===== src/rtl/id_stage.sv =====
// id_stage: instruction decode with register file, branch resolution and ID/EX pipeline register
module id_stage #(
  parameter int REG_COUNT = 32,
  parameter int IMM_SHIFT = 2
) (
  input  logic        clk,
  input  logic        rst,
  input  logic [31:0] pc_in,
  input  logic [31:0] instruction,
  input  logic        wb_en,
  input  logic [4:0]  wb_dest,
  input  logic [31:0] wb_value,
  output logic        br_taken,
  output logic [31:0] br_addr,
  output logic        if_flush,
  output logic [31:0] ex_pc,
  output logic [31:0] ex_val1,
  output logic [31:0] ex_val2,
  output logic [31:0] ex_st_val,
  output logic [4:0]  ex_dest,
  output logic [3:0]  ex_cmd,
  output logic        ex_mem_r,
  output logic        ex_mem_w,
  output logic        ex_wb_en
);
  logic [31:0] regs [REG_COUNT];
  logic [5:0]  op;
  logic [4:0]  rs1, rt, rd, dest;
  logic [31:0] sext, val1, valt;
  logic [3:0]  cmd;
  logic        r_type, i_type, ld, st, bez, bne, jmp, wb;

  assign op   = instruction[31:26];
  assign rs1  = instruction[25:21];
  assign rt   = instruction[20:16];
  assign rd   = instruction[15:11];
  assign sext = {{16{instruction[15]}}, instruction[15:0]};

  // reads bypass the writeback port so a same-cycle write is visible
  assign val1 = rs1 == 5'd0 ? 32'd0 : (wb_en && wb_dest == rs1) ? wb_value : regs[rs1];
  assign valt = rt == 5'd0 ? 32'd0 : (wb_en && wb_dest == rt) ? wb_value : regs[rt];

  always_comb begin
    cmd = 4'b1111;
    r_type = 1'b0;
    i_type = 1'b0;
    ld = 1'b0;
    st = 1'b0;
    bez = 1'b0;
    bne = 1'b0;
    jmp = 1'b0;
    case (op)
      6'b000001: begin cmd = 4'b0000; r_type = 1'b1; end
      6'b000011: begin cmd = 4'b0010; r_type = 1'b1; end
      6'b000101: begin cmd = 4'b0100; r_type = 1'b1; end
      6'b000110: begin cmd = 4'b0101; r_type = 1'b1; end
      6'b000111: begin cmd = 4'b0110; r_type = 1'b1; end
      6'b001000: begin cmd = 4'b0111; r_type = 1'b1; end
      6'b001001: begin cmd = 4'b1000; r_type = 1'b1; end
      6'b001010: begin cmd = 4'b1001; r_type = 1'b1; end
      6'b001011: begin cmd = 4'b1010; r_type = 1'b1; end
      6'b001100: begin cmd = 4'b1011; r_type = 1'b1; end
      6'b100000: begin cmd = 4'b0000; i_type = 1'b1; end
      6'b100001: begin cmd = 4'b0010; i_type = 1'b1; end
      6'b100100: begin cmd = 4'b0000; i_type = 1'b1; ld = 1'b1; end
      6'b100101: begin cmd = 4'b0000; st = 1'b1; end
      6'b101000: bez = 1'b1;
      6'b101001: bne = 1'b1;
      6'b101010: jmp = 1'b1;
      default: ;
    endcase
  end

  assign dest     = r_type ? rd : rt;
  assign wb       = (r_type || i_type) && dest != 5'd0;
  assign br_taken = jmp || (bez && val1 == 32'd0) || (bne && val1 != valt);
  assign if_flush = br_taken;
  assign br_addr  = pc_in + (sext << IMM_SHIFT);

  always_ff @(posedge clk or posedge rst) begin
    if (rst) begin
      for (int i = 0; i < REG_COUNT; i++) regs[i] <= '0;
    end else if (wb_en && wb_dest != 5'd0) begin
      regs[wb_dest] <= wb_value;
    end
  end

  always_ff @(posedge clk or posedge rst) begin
    if (rst) begin
      ex_pc <= '0;
      ex_val1 <= '0;
      ex_val2 <= '0;
      ex_st_val <= '0;
      ex_dest <= '0;
      ex_cmd <= 4'b1111;
      ex_mem_r <= 1'b0;
      ex_mem_w <= 1'b0;
      ex_wb_en <= 1'b0;
    end else begin
      ex_pc <= pc_in;
      ex_val1 <= val1;
      ex_val2 <= r_type ? valt : sext;
      ex_st_val <= valt;
      ex_dest <= dest;
      ex_cmd <= cmd;
      ex_mem_r <= ld;
      ex_mem_w <= st;
      ex_wb_en <= wb;
    end
  end
endmodule


===== config.mk =====
export PLATFORM = sky130hd
export DESIGN_NAME = id_stage
export DESIGN_NICKNAME = d
export VERILOG_FILES = /design/src/rtl/id_stage.sv
export SDC_FILE = /design/constraint.sdc
export NUM_CORES = 2
export LEC_CHECK = 0
export ABC_CLOCK_PERIOD_IN_PS = 44800
export CAP_MARGIN = 20
export CELL_PAD_IN_SITES_DETAIL_PLACEMENT = 1
export CELL_PAD_IN_SITES_GLOBAL_PLACEMENT = 1
export CORE_MARGIN = 5
export CORE_UTILIZATION = 47
export DETAILED_ROUTE_END_ITERATION = 7
export PLACE_DENSITY = 0.75
export SYNTH_ARGS = -nofsm -noshare
export SYNTH_HDL_FRONTEND = slang
export SYNTH_SLANG_ARGS = --single-unit

===== constraint.sdc =====
create_clock -name clk -period 44.8 [get_ports clk]
set_clock_uncertainty 0.1 [all_clocks]
set_input_delay 13.44 -clock clk [delete_from_list [all_inputs] [get_ports clk]]
set_output_delay 13.44 -clock clk [all_outputs]
set_load 0.05 [all_outputs]

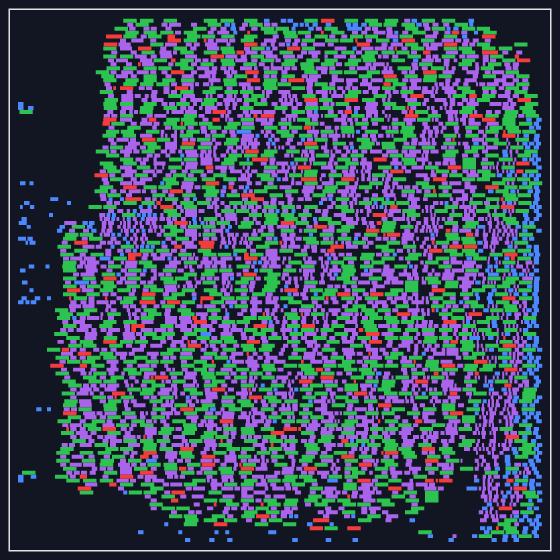
**Above:** placement by cell class.
legend:
  remaining logic cells:
    color: purple
    cells: 2,638
  registers:
    color: green
    cells: 1,164
  clock drivers and dummy loads:
    color: red
    cells: 239
  remaining buffers and delay cells:
    color: blue
    cells: 431

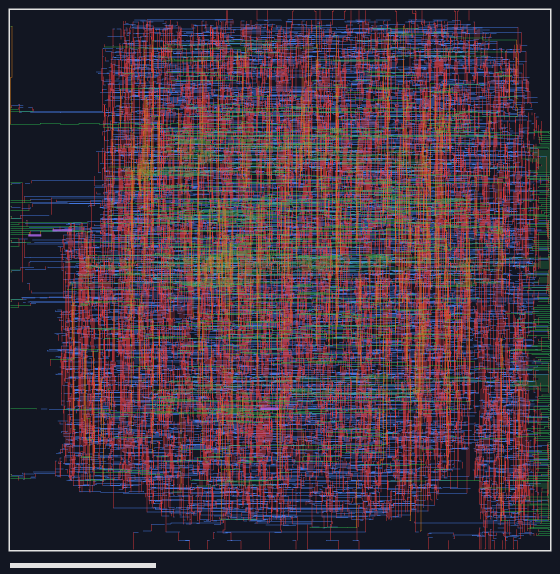
**Above:** wiring by layer.
Scale bar: 100 um.
legend:
  M1:
    color: blue
    wire_length: 88.1 mm
  M5:
    color: purple
    wire_length: 30.4 um
  M2:
    color: red
    wire_length: 99.9 mm
  M3:
    color: green
    wire_length: 23.4 mm
  M4:
    color: orange
    wire_length: 10,700 um

==> impl_summary.log <==
[report] extracting results
[metrics] run status: completed
[metrics] TritonCTS sink count: 1,164
[metrics] sequential power share: 42.4%
[metrics] number of warning messages in the logs: 45
[metrics] Yosys Chip Area: 61,100 sq um
[metrics] total wire length: 222 mm
[metrics] aggregate global routing overflow: 0
[metrics] core occupancy in the finished layout: 54.1%
[metrics] Die Span X: 370 um
[metrics] multiplexer area fraction after synthesis: 38.8%
[metrics] number of nets in the final layout: 4,502
[metrics] largest driver fanout on the critical path: 33
[metrics] num rows: 132
[metrics] sequential share of cell area: 41.6%
[metrics] via count of the first global-routing pass: 44,845
[metrics] total of buffers placed on input and output ports: 277
[metrics] sequential cell area: 29,100 sq um
[metrics] yosys cell count: 4,237
[metrics] RePlAce Congestion: 0.859
[metrics] Non-Filler Instances: 6,219
[synthesized netlist by cell type (all sizes together) (14+ instances only)]
| master | n |
|---|---|
| a221o | 17 |
| mux2 | 1017 |
| nor4 | 20 |
| a21oi | 90 |
| a211oi | 64 |
| a22oi | 50 |
| inv | 40 |
| xor2 | 22 |
| nor2 | 100 |
| and2 | 45 |
| o21ai | 44 |
| buf | 168 |
| nand2 | 120 |
| mux4 | 482 |
| nand2b | 18 |
| nor2b | 18 |
| o22ai | 47 |
| xnor2 | 44 |
| a221oi | 27 |
| nor3 | 40 |
| mux2i | 136 |
| a31oi | 14 |
| clkbuf | 267 |
| ha | 29 |
| dfrtp | 1160 |
| nand3 | 18 |
Power figures rest on the tool's default switching activity, not on a simulated workload.
